Figure 1. Cell density map.
The bar under the picture is 50 um long. 14 x 14 tiles, from dark purple (low) to yellow (high), 0 to 100% covered.
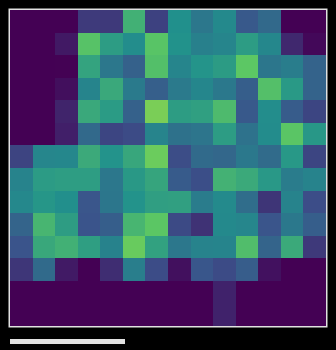
Figure 2. Where the registers sit.
The bar under the picture is 50 um long. Other sequential cells in the stronger gray, the rest of the logic in the fainter gray.
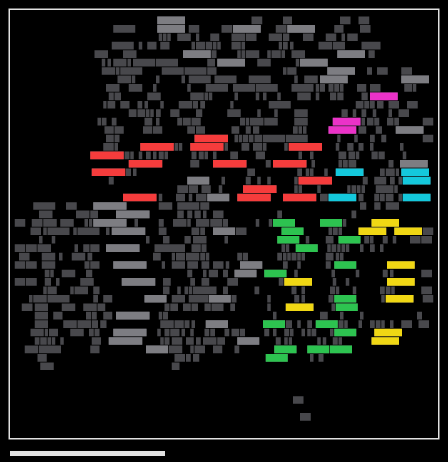
Figure 3. Signal metal coverage by tile.
28 x 28 tiles, from dark purple (low) to yellow (high), scaled to the fullest tile. Values are wire area over tile area, all layers added.
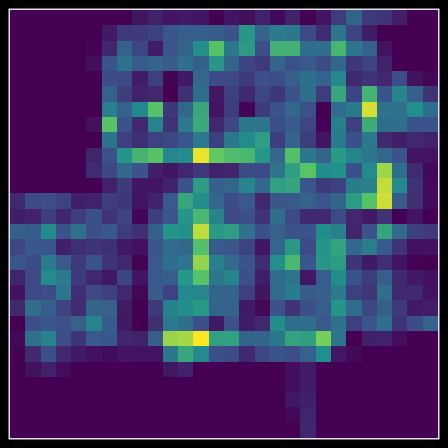
==> src/rtl/typing_wpm_calc.sv <==
// Typing-test scorer: counts correct keystrokes, then computes WPM = chars*120/deciseconds
// with a sequential restoring divider. Optional macro WPM_BCD_EN adds a double-dabble wpm_bcd output.
module typing_wpm_calc #(
  parameter int CNT_W = 10,
  parameter int WPM_W = 10
) (
  input  logic             clk,
  input  logic             rst,
  input  logic             start,
  input  logic             key_valid,
  input  logic             key_correct,
  input  logic             finish,
  input  logic             at_end,
  input  logic [3:0]       deciseconds_in,
  input  logic [3:0]       seconds_in,
  input  logic [3:0]       decaseconds_in,
  input  logic             clear,
  output logic [CNT_W-1:0] char_count,
  output logic             busy,
  output logic [WPM_W-1:0] wpm,
`ifdef WPM_BCD_EN
  output logic [11:0]      wpm_bcd,
`endif
  output logic             wpm_valid
);

  localparam int NUM_W    = CNT_W + 7;
  localparam int STEP_MAX = (NUM_W > WPM_W) ? NUM_W : WPM_W;
  localparam int STEP_W   = $clog2(STEP_MAX + 1);
  localparam logic [STEP_W-1:0] DIV_STEPS = STEP_W'(NUM_W);
  localparam logic [CNT_W-1:0]  CNT_MAX   = '1;

  typedef enum logic [2:0] {IDLE, COUNT, LOAD, DIV, CONV, DONE} state_t;

  state_t            state;
  logic              at_end_prev;
  logic [STEP_W-1:0] step;

  logic [9:0]        divisor;
  logic [NUM_W-1:0]  dividend;
  logic [9:0]        remainder;
  logic [NUM_W-1:0]  quotient;
  logic [10:0]       rem_shift;
  logic              rem_ge;
  logic [9:0]        rem_next;
  logic [WPM_W-1:0]  wpm_result;

  function automatic logic [9:0] bcd_to_ds(input logic [3:0] dec, input logic [3:0] sec,
                                           input logic [3:0] deci);
    return 10'(14'(dec) * 14'd100 + 14'(sec) * 14'd10 + 14'(deci));
  endfunction

  function automatic logic [WPM_W-1:0] sat_wpm(input logic [NUM_W-1:0] q, input logic div_zero);
    if (div_zero) return '0;
    if ((q >> WPM_W) != '0) return '1;
    return q[WPM_W-1:0];
  endfunction

  // One restoring-division step: shift in the next dividend bit, subtract if it fits.
  always_comb begin
    rem_shift  = {remainder, dividend[NUM_W-1]};
    rem_ge     = (rem_shift >= {1'b0, divisor});
    rem_next   = rem_ge ? 10'(rem_shift - {1'b0, divisor}) : rem_shift[9:0];
    wpm_result = sat_wpm(quotient, divisor == 10'd0);
  end

`ifdef WPM_BCD_EN
  localparam logic [STEP_W-1:0] CONV_LAST = STEP_W'(WPM_W - 1);

  logic [WPM_W-1:0] bin_sh;
  logic [15:0]      bcd_sh;
  logic [15:0]      dd_adj;
  logic [16:0]      bcd_final;

  always_comb begin
    dd_adj = '0;
    for (int i = 0; i < 4; i++) begin
      dd_adj[4*i +: 4] = (bcd_sh[4*i +: 4] >= 4'd5) ? bcd_sh[4*i +: 4] + 4'd3 : bcd_sh[4*i +: 4];
    end
    bcd_final = {dd_adj, bin_sh[WPM_W-1]};
  end
`endif

  // Datapath registers: only meaningful while the FSM is in LOAD/DIV/CONV.
  always_ff @(posedge clk) begin
    if (state == LOAD) begin
      divisor   <= bcd_to_ds(decaseconds_in, seconds_in, deciseconds_in);
      dividend  <= NUM_W'(char_count) * NUM_W'(120);
      remainder <= '0;
      quotient  <= '0;
    end else if (state == DIV && step < DIV_STEPS) begin
      dividend  <= dividend << 1;
      remainder <= rem_next;
      quotient  <= {quotient[NUM_W-2:0], rem_ge};
    end
`ifdef WPM_BCD_EN
    if (state == DIV && step == DIV_STEPS) begin
      bin_sh <= wpm_result;
      bcd_sh <= '0;
    end else if (state == CONV) begin
      bin_sh <= bin_sh << 1;
      bcd_sh <= bcd_final[15:0];
    end
`endif
  end

  // Control FSM with registered outputs.
  always_ff @(posedge clk or negedge rst) begin
    if (!rst) begin
      state       <= IDLE;
      at_end_prev <= 1'b0;
      step        <= '0;
      char_count  <= '0;
      busy        <= 1'b0;
      wpm         <= '0;
      wpm_valid   <= 1'b0;
`ifdef WPM_BCD_EN
      wpm_bcd     <= '0;
`endif
    end else begin
      at_end_prev <= at_end;
      if (clear) begin
        state      <= IDLE;
        step       <= '0;
        char_count <= '0;
        busy       <= 1'b0;
        wpm        <= '0;
        wpm_valid  <= 1'b0;
`ifdef WPM_BCD_EN
        wpm_bcd    <= '0;
`endif
      end else begin
        case (state)
          IDLE: begin
            char_count <= '0;
            if (start) state <= COUNT;
          end
          COUNT: begin
            if (key_valid && key_correct && start && char_count != CNT_MAX)
              char_count <= char_count + 1'b1;
            if (finish || (at_end && !at_end_prev)) begin
              state <= LOAD;
              busy  <= 1'b1;
            end
          end
          LOAD: begin
            step  <= '0;
            state <= DIV;
          end
          DIV: begin
            if (step < DIV_STEPS) begin
              step <= step + 1'b1;
            end else begin
              step <= '0;
              wpm  <= wpm_result;
`ifdef WPM_BCD_EN
              state <= CONV;
`else
              state     <= DONE;
              busy      <= 1'b0;
              wpm_valid <= 1'b1;
`endif
            end
          end
`ifdef WPM_BCD_EN
          CONV: begin
            if (step == CONV_LAST) begin
              step      <= '0;
              state     <= DONE;
              busy      <= 1'b0;
              wpm_valid <= 1'b1;
              wpm_bcd   <= (bcd_final[16:12] != 5'd0) ? 12'h999 : bcd_final[11:0];
            end else begin
              step <= step + 1'b1;
            end
          end
`endif
          DONE: ;
          default: state <= IDLE;
        endcase
      end
    end
  end

endmodule

==> config.mk <==
export PLATFORM = sky130hd
export DESIGN_NAME = typing_wpm_calc
export DESIGN_NICKNAME = d
export VERILOG_FILES = /design/src/rtl/typing_wpm_calc.sv
export SDC_FILE = /design/constraint.sdc
export NUM_CORES = 1
export LEC_CHECK = 0
export CAP_MARGIN = 20
export CORE_UTILIZATION = 30
export CTS_BUF_LIST = sky130_fd_sc_hd__clkbuf_4
export DETAILED_ROUTE_END_ITERATION = 10
export GPL_TIMING_DRIVEN = 0
export PLACE_DENSITY = 0.48
export SYNTH_ARGS = -nofsm -noshare
export SYNTH_HDL_FRONTEND = slang
export SYNTH_SLANG_ARGS = --single-unit
==> constraint.sdc <==
create_clock -name clk -period 6.7 [get_ports clk]
set_clock_uncertainty 0.2 [all_clocks]
set_input_delay 1.675 -clock clk [delete_from_list [all_inputs] [get_ports clk]]
set_output_delay 1.675 -clock clk [all_outputs]
set_load 0.01 [all_outputs]
==> results_dict.tcl <==
# collected from the flow reports
set metrics [dict create \
    finalCritPeriodShare_pct 66.0 \
    status "finished clean" \
    worstPathArrival_ns 4.44 \
    max_freq_mhz 226 \
    synth_async_sr_flop_share_pct 37.8 \
    grt_pass1_vias 4042 \
    ctsResizeCount 0 \
    end_kind "register" \
    edf_count 24 \
    final_cells 878 \
    p_leak_nw 2.84 \
    power.density_mw_per_mm2 192 \
    slew_violations 0 \
    cpMostUsedCell "ha_1" \
    rows 49 \
    ys.flops 82 \
    ir_worst_vdd_mv 0.0741 \
    clk_pin_slew_ns 0.14 \
    dp_cells 862 \
    topCombFamilyByArea "adder cells" \
    rsz0062_at_grt "false" \
    critPathKind "in -> reg" \
    drive_gt1_share_pct 5.55 \
    flop_cell "dfrtp_1" \
    fp.dieH_um 138 \
    first_iter_violations 204 \
    diodes 0 \
    slowest_delay_ns 0.48 \
    yosysCellCount 592 \
    pre_cts_slack_ns 1.79 \
    crit_chain "clkdlybuf4s50_1 -> ha_1 -> ha_1 -> inv_1 -> fa_1 -> inv_1 -> ha_1 -> ha_1 -> or2_2 -> a21oi_1 -> a21oi_1 -> xnor2_1" \
    yosys_area_sq_mm 0.00555 \
    htreeDepth 3 \
    timing.final.ws_setup_ns 2.28 \
    hp-class "reg -> reg" \
    timing.hold.ws_ns 0.262 \
    ys_sh_simple_pct 15.4 \
    fin_nets 745 \
    cts_buffers 9 \
    cts_tree "built" \
    firstDrtPassIters 4 \
    drcViolationCount 0 \
    postPlaceCellArea_sq_mm 0.00624 \
    hold_buffers 0 \
    path_buffers 3 \
    viasPerCell 4.69 \
    maxSlewHeadroom_pct 50.8 \
    syn_avg_cell_area_sq_um 9.37 \
]
-- Figure 1 (at the start) --
The mean over all tiles is 32%. The fullest tile reaches 79%. 1.5% of the tiles are over 75% full.
area of the core: 0.0180 sq mm
Initial Util: 30.8%
final core occ: 35.3%

-- Figure 2 (at the start) --
Key: `wpm` = yellow [placed flops 10]; `dividend` = red [placed flops 14]; `step` = cyan [placed flops 5, where east]; `quotient` = green [placed flops 17]; `state` = magenta [placed flops 3]
Seq/total area: 32.0%
P_seq: 0.581 mW

-- Figure 3 (at the start) --
The fullest tile reaches 0.47. 8.5% of the tiles are over half the peak. The mean over all tiles is 0.094. The densest ninth of the die: center. 30% of the tiles are nearly empty.
Routed WL per cell: 13.1 um
Via Count: 4117

==> final timing paths <==
kind	from	end	slack, ns	cells after the start
setup reg to reg	char_count[7]$_DFFE_PN0P_	dividend[16]$_DFFE_PP_	2.78	12
setup / recovery	decaseconds_in[0]	divisor[9]$_DFFE_PP_	2.28	12
hold / removal	quotient[15]$_SDFFE_PP0P_	quotient[16]$_SDFFE_PP0P_	0.26	2
hold reg to reg	quotient[15]$_SDFFE_PP0P_	quotient[16]$_SDFFE_PP0P_	0.26	2
min in group asynchronous	rst	wpm[1]$_DFFE_PN0P_	1.05	1
max in group asynchronous	rst	char_count[9]$_DFFE_PN0P_	4.75	1
==> flip-flops by register name, summed over array words and instances (netlist names) <==
| signal | count |
|---|---|
| wpm | 10 |
| busy | 1 |
| remainder | 10 |
| dividend | 14 |
| wpm_valid | 1 |
| char_count | 10 |
| state | 3 |
| at_end_prev | 1 |
| quotient | 17 |
| divisor | 10 |
| step | 5 |
==> where the power goes <==
part / internal, mW / switching (mW)
clock: 0.0819 / 0.185
combinational: 0.169 / 0.203
sequential: 0.559 / 0.0230
==> final cells by class <==
type	count	area (sq um)
plain buffers	18	92.6
flip-flops and latches	82	2040
fillers	1898	11700
clock buffers	10	75.1
repair buffers	41	405
well taps	229	287
multi-input cells	425	3170
inverters	67	251
clock inverters	6	41.3
==> synthesized netlist by cell type (3+ instances only) <==
cell	instances	area, sq um
a21o_1	6	45.0
a21oi_1	36	180
a31oi_1	3	18.8
and3_1	4	25.0
buf_2	5	25.0
buf_4	3	22.5
clkbuf_1	9	33.8
dfrtp_1	31	776
dfxtp_1	27	541
edfxtp_1	24	721
fa_1	23	460
ha_1	58	726
inv_1	66	248
mux2i_1	10	100
nand2_1	75	282
nand2b_1	8	50.1
nand3_1	22	110
nand4_1	6	37.5
nor2_1	44	165
nor2b_1	8	50.1
nor3_1	7	35.0
o211ai_1	3	22.5
o21a_1	4	30.0
o21ai_0	39	195
o31ai_1	3	22.5
xnor2_1	24	210
xor2_1	7	61.3
==> tightest hold or removal path, cell delays in order, from the launching register on <==
cell and delay, ns:
dfxtp_1 0.35, nand2_1 0.06, nand2_1 0.04
==> placed cells by master (no fill, tap or decap), types with 22 or more instances in the layout <==
master / netlist / routed
a21oi_1: 36 / 36
clkdlybuf4s50_1: 0 / 40
dfrtp_1: 31 / 31
dfxtp_1: 27 / 27
edfxtp_1: 24 / 24
fa_1: 23 / 23
ha_1: 58 / 58
inv_1: 66 / 66
nand2_1: 75 / 75
nand3_1: 22 / 22
nor2_1: 44 / 44
o21ai_0: 39 / 39
xnor2_1: 24 / 24
==> per-layer routing <==
layer	up-vias	part of all wire (%)	GRT usage (%)
met5	-	0	0
met3	10	3.6	2.70
li1	2106	-	-
met1	1935	50	17.6
met2	66	45	20.3
met4	0	1.3	4.23
==> kinds of logic (layout without fill, tap and decap cells) <==
group,after synthesis,after routing
flip-flops,82,82
XOR/XNOR,31,31
AND/OR/NAND/NOR,187,187
buffers and inverters,85,142
multiplexers,10,10
AND-OR/OR-AND,116,116
adder cells (fa/ha/maj),81,81
No activity file was given, so power comes from the tool's default toggle rates.
